**src/rtl/bitty_pkg.sv**
```systemverilog
// bitty_pkg: shared FSM states, ALU op codes, format codes and instruction field positions
package bitty_pkg;
  typedef enum logic [1:0] {ST_IDLE, ST_LOAD, ST_EXEC, ST_WB} state_t;
  typedef enum logic [2:0] {OP_ADD, OP_SUB, OP_AND, OP_OR, OP_XOR, OP_SHL, OP_SHR, OP_CMP} alu_op_t;
  localparam logic [1:0] FMT_REG = 2'b00;
  localparam logic [1:0] FMT_IMM = 2'b01;
  localparam int RX_LO  = 13;
  localparam int RY_LO  = 10;
  localparam int IMM_LO = 5;
  localparam int OP_LO  = 2;
  localparam int FMT_LO = 0;
endpackage

```
**src/rtl/bitty_core_param_if.sv**
```systemverilog
// bitty_core_param_if: instruction intake handshake plus retirement pulses
// Signals: inst_valid/instruction (source -> core), inst_ready/done/illegal (core -> source).
interface bitty_core_param_if;
  logic        inst_valid;
  logic        inst_ready;
  logic [15:0] instruction;
  logic        done;
  logic        illegal;
  modport master (output inst_valid, instruction, input inst_ready, done, illegal);
  modport slave  (input inst_valid, instruction, output inst_ready, done, illegal);
endinterface

```
**src/rtl/bitty_alu.sv**
```systemverilog
// bitty_alu: combinational 8-op ALU (add/sub/and/or/xor/shl/shr/unsigned cmp)
// Ports: i_a (operand A), i_b (operand B), i_op (operation), o_y (result).
module bitty_alu
  import bitty_pkg::*;
#(
  parameter int DATA_W = 16
) (
  input  logic [DATA_W-1:0] i_a,
  input  logic [DATA_W-1:0] i_b,
  input  alu_op_t           i_op,
  output logic [DATA_W-1:0] o_y
);
  localparam int SH_W = $clog2(DATA_W);
  logic [SH_W-1:0]   w_sh;
  logic [DATA_W-1:0] w_cmp;
  assign w_sh  = i_b[SH_W-1:0];
  assign w_cmp = (i_a == i_b) ? '0 : (i_a > i_b) ? DATA_W'(1) : DATA_W'(2);
  always_comb begin
    o_y = w_cmp;
    case (i_op)
      OP_ADD:  o_y = i_a + i_b;
      OP_SUB:  o_y = i_a - i_b;
      OP_AND:  o_y = i_a & i_b;
      OP_OR:   o_y = i_a | i_b;
      OP_XOR:  o_y = i_a ^ i_b;
      OP_SHL:  o_y = i_a << w_sh;
      OP_SHR:  o_y = i_a >> w_sh;
      default: o_y = w_cmp;
    endcase
  end
endmodule

```
**src/rtl/bitty_core_param.sv**
```systemverilog
// bitty_core_param: parametrised 4-state Bitty execution core with valid/ready intake
// Ports: clk; reset (async, active-low); bus (slave: inst_valid/instruction in,
//   inst_ready/done/illegal out); reg_inst_out, reg_s_out, reg_c_out; reg_file_out (R0 in LSBs).
// Build option: define BITTY_IMM_EN to make format 01 an 8-bit zero-extended immediate.
module bitty_core_param
  import bitty_pkg::*;
#(
  parameter int DATA_W = 16,
  parameter int NREGS  = 8
) (
  input  logic                    clk,
  input  logic                    reset,
  bitty_core_param_if.slave       bus,
  output logic [15:0]             reg_inst_out,
  output logic [DATA_W-1:0]       reg_s_out,
  output logic [DATA_W-1:0]       reg_c_out,
  output logic [NREGS*DATA_W-1:0] reg_file_out
);
  if (NREGS != 8) begin : g_bad_nregs
    $error("bitty_core_param: NREGS must be 8 (3-bit register fields)");
  end
  if (DATA_W < 8 || DATA_W > 64) begin : g_bad_width
    $error("bitty_core_param: DATA_W must be within 8..64");
  end
  state_t            r_state;
  logic [15:0]       r_inst;
  logic [DATA_W-1:0] r_s;
  logic [DATA_W-1:0] r_c;
  logic [DATA_W-1:0] r_rf [NREGS];
  logic              r_done;
  logic              r_illegal;
  logic [2:0]        w_rx;
  logic [2:0]        w_ry;
  logic [1:0]        w_fmt;
  alu_op_t           w_op;
  logic              w_imm;
  logic              w_legal;
  logic [DATA_W-1:0] w_b;
  logic [DATA_W-1:0] w_alu;
  assign w_rx  = r_inst[RX_LO +: 3];
  assign w_ry  = r_inst[RY_LO +: 3];
  assign w_fmt = r_inst[FMT_LO +: 2];
  assign w_op  = alu_op_t'(r_inst[OP_LO +: 3]);
`ifdef BITTY_IMM_EN
  assign w_imm = (w_fmt == FMT_IMM);
`else
  assign w_imm = 1'b0;
`endif
  assign w_legal = (w_fmt == FMT_REG) || w_imm;
  assign w_b     = w_imm ? DATA_W'(r_inst[IMM_LO +: 8]) : r_rf[w_ry];
  bitty_alu #(.DATA_W(DATA_W)) u_alu (
    .i_a  (r_s),
    .i_b  (w_b),
    .i_op (w_op),
    .o_y  (w_alu)
  );
  // Illegal formats still walk LOAD/EXEC so S and C update; only the write-back is suppressed.
  always_ff @(posedge clk or negedge reset) begin
    if (!reset) begin
      r_state   <= ST_IDLE;
      r_inst    <= '0;
      r_s       <= '0;
      r_c       <= '0;
      r_done    <= 1'b0;
      r_illegal <= 1'b0;
      for (int i = 0; i < NREGS; i++) r_rf[i] <= '0;
    end else begin
      r_done    <= 1'b0;
      r_illegal <= 1'b0;
      case (r_state)
        ST_IDLE: if (bus.inst_valid) begin
          r_inst  <= bus.instruction;
          r_state <= ST_LOAD;
        end
        ST_LOAD: begin
          r_s     <= r_rf[w_rx];
          r_state <= ST_EXEC;
        end
        ST_EXEC: begin
          r_c     <= w_alu;
          r_state <= ST_WB;
        end
        default: begin
          if (w_legal) r_rf[w_rx] <= r_c;
          r_done    <= 1'b1;
          r_illegal <= !w_legal;
          r_state   <= ST_IDLE;
        end
      endcase
    end
  end
  assign bus.inst_ready = (r_state == ST_IDLE);
  assign bus.done       = r_done;
  assign bus.illegal    = r_illegal;
  assign reg_inst_out   = r_inst;
  assign reg_s_out      = r_s;
  assign reg_c_out      = r_c;
  for (genvar g = 0; g < NREGS; g++) begin : g_rf
    assign reg_file_out[g*DATA_W +: DATA_W] = r_rf[g];
  end
endmodule

```
**src/flat_wrapper.sv**
```systemverilog
// flat-port wrapper written by rule: the top's interface ports become plain ports
module bitty_core_param_flat import bitty_pkg::*;
#(
  parameter int DATA_W = 16,
  parameter int NREGS  = 8
)
  (clk, reset, reg_inst_out, reg_s_out, reg_c_out, reg_file_out, bus_inst_valid, bus_instruction, bus_inst_ready, bus_done, bus_illegal);
  bitty_core_param_if bus_i ();
  input  logic clk;
  input  logic reset;
  output logic [15:0] reg_inst_out;
  output logic [DATA_W-1:0] reg_s_out;
  output logic [DATA_W-1:0] reg_c_out;
  output logic [NREGS*DATA_W-1:0] reg_file_out;
  input wire logic [$bits(bus_i.inst_valid)-1:0] bus_inst_valid;
  input wire logic [$bits(bus_i.instruction)-1:0] bus_instruction;
  output wire logic [$bits(bus_i.inst_ready)-1:0] bus_inst_ready;
  output wire logic [$bits(bus_i.done)-1:0] bus_done;
  output wire logic [$bits(bus_i.illegal)-1:0] bus_illegal;
  assign bus_i.inst_valid = bus_inst_valid;
  assign bus_i.instruction = bus_instruction;
  assign bus_inst_ready = bus_i.inst_ready;
  assign bus_done = bus_i.done;
  assign bus_illegal = bus_i.illegal;
  bitty_core_param #(.DATA_W(DATA_W), .NREGS(NREGS)) u_core (.clk(clk), .reset(reset), .bus(bus_i), .reg_inst_out(reg_inst_out), .reg_s_out(reg_s_out), .reg_c_out(reg_c_out), .reg_file_out(reg_file_out));
endmodule
```
**config.mk**
```make
export PLATFORM = sky130hd
export DESIGN_NAME = bitty_core_param_flat
export DESIGN_NICKNAME = d
export VERILOG_FILES = /design/src/rtl/bitty_pkg.sv /design/src/rtl/bitty_core_param_if.sv /design/src/rtl/bitty_alu.sv /design/src/rtl/bitty_core_param.sv /design/src/flat_wrapper.sv
export SDC_FILE = /design/constraint.sdc
export NUM_CORES = 1
export LEC_CHECK = 0
export CAP_MARGIN = 30
export CORE_MARGIN = 3
export CORE_UTILIZATION = 50
export CTS_BUF_LIST = sky130_fd_sc_hd__clkbuf_4 sky130_fd_sc_hd__clkbuf_8
export DETAILED_ROUTE_END_ITERATION = 7
export HOLD_SLACK_MARGIN = 0.06
export PLACE_DENSITY = 0.84
export SYNTH_ARGS = -nofsm -noshare
export SYNTH_HDL_FRONTEND = slang
export SYNTH_SLANG_ARGS = --single-unit
```
**constraint.sdc**
```tcl
create_clock -name clk -period 12.1 [get_ports clk]
set_input_delay 1.21 -clock clk [delete_from_list [all_inputs] [get_ports clk]]
set_output_delay 1.21 -clock clk [all_outputs]
set_load 0.03 [all_outputs]
```
==> images/density.png <==
16 x 16 tiles, from black (low) to pale yellow (high), 0 to 100% covered.
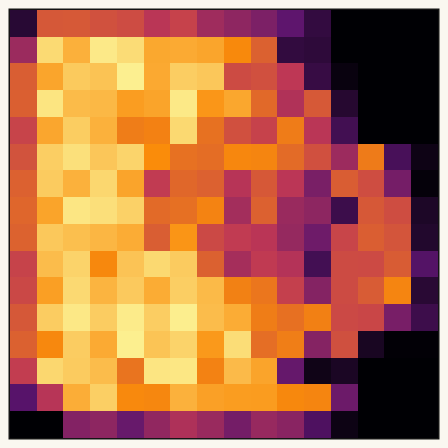
- fullest tile: 97%
- emptiest ninth of the die: upper right
- tiles over 75% full: 33%
- mean over tiles: 55%

==> images/final_placement.png <==
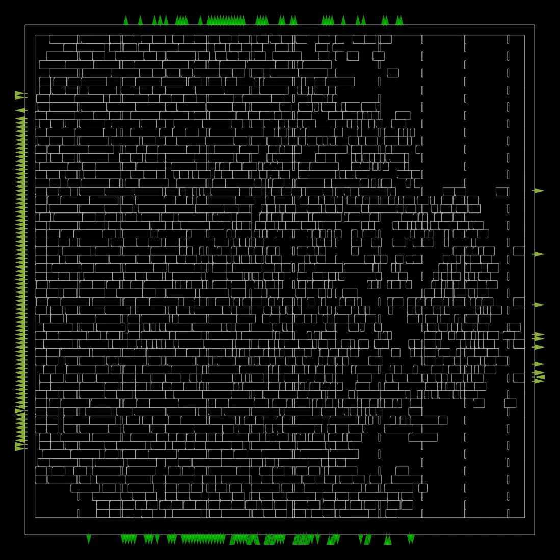
flip-flops: 180
sequential share of cell area: 29.7%

==> images/port_nets.png <==
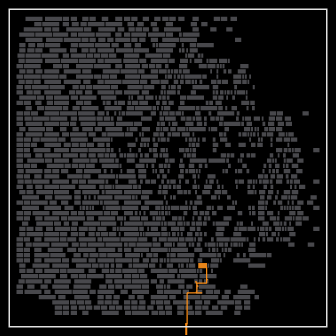
- orange: bus_inst_ready (direction output; edge bottom; end cells 1; buffers 1; wire 45.9 um)

==> images/met3.png <==
The bar under the picture is 50 um long.
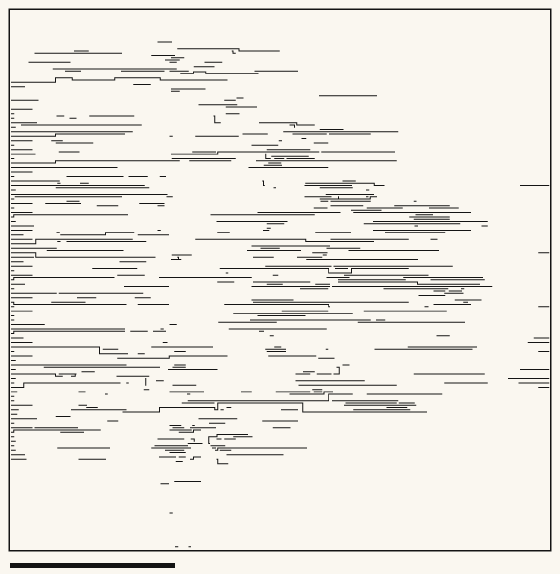
- longest straight run: 48.3 um
- main direction: horizontal

==> images/gate_families.png <==
The bar under the picture is 50 um long.
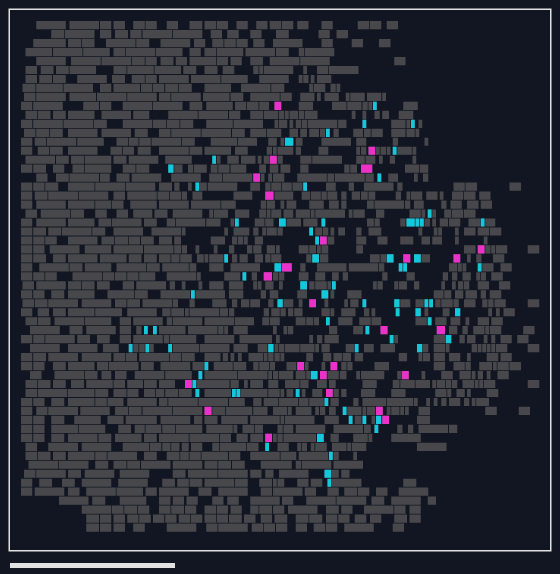
- cyan: NAND gates (cells 74)
- magenta: AND and OR gates (cells 25)

==> run summary <==
Outcome - finished, final reports clean
Setup crit start kind - flop
Slowest cell on crit path - mux4_2
Post-synth EDFFs - 0
R2R depth - 16
Mux share - 31.4%
WL/cell - 25.0 um
And+or+nand+nor area frac - 8.43%
Adder share - 6.26%
Met2 wire length - 19,300 um
Top cell excl fill/tap - clkdlybuf4s50_1
DR WL met3 - 4380 um
Largest logic family - multiplexers
F_max - 199 MHz
Hold Vio Cnt, Final - 0
Top cells, area - dfrtp_1 (36%), mux2_2 (13%), mux4_2 (11%), mux2i_1 (7.0%), ha_1 (5.9%)
Port buffer count - 197
Complex Gates by Area - 12.2%
Final #Nets - 1,386
Syn Nets - 1,224
Comb area - 7390 um2
Max reg flops - 128
Post-synth cell types - 74
Wl on met1 - 16,500 um
Setup TNS - 0 ns
## worst max-delay path by stage
stage / startpoint / endpoint / slack (ns) / depth (start not counted)
after CTS: u_core.reg_inst_out[11] / u_core.reg_c_out[14] / 7.16 / 16
final: u_core.reg_inst_out[11] / u_core.reg_c_out[14] / 7.08 / 16
after global placement: u_core.reg_inst_out[11] / u_core.reg_c_out[1] / 7.45 / 15
after global routing: u_core.reg_inst_out[11] / u_core.reg_c_out[14] / 6.74 / 16
after detailed placement: u_core.reg_inst_out[11] / u_core.reg_c_out[14] / 7.21 / 16
after floorplan: u_core.reg_inst_out[10] / u_core.reg_c_out[15] / 7.65 / 14
## layout make-up
type	instances	area share (%)
clock buffer	18	1.63
clock inverter	14	1.17
inverter	56	1.39
multi-input combinational	833	48.7
sequential	180	29.7
tap	324	2.67
timing repair buffer	218	14.7
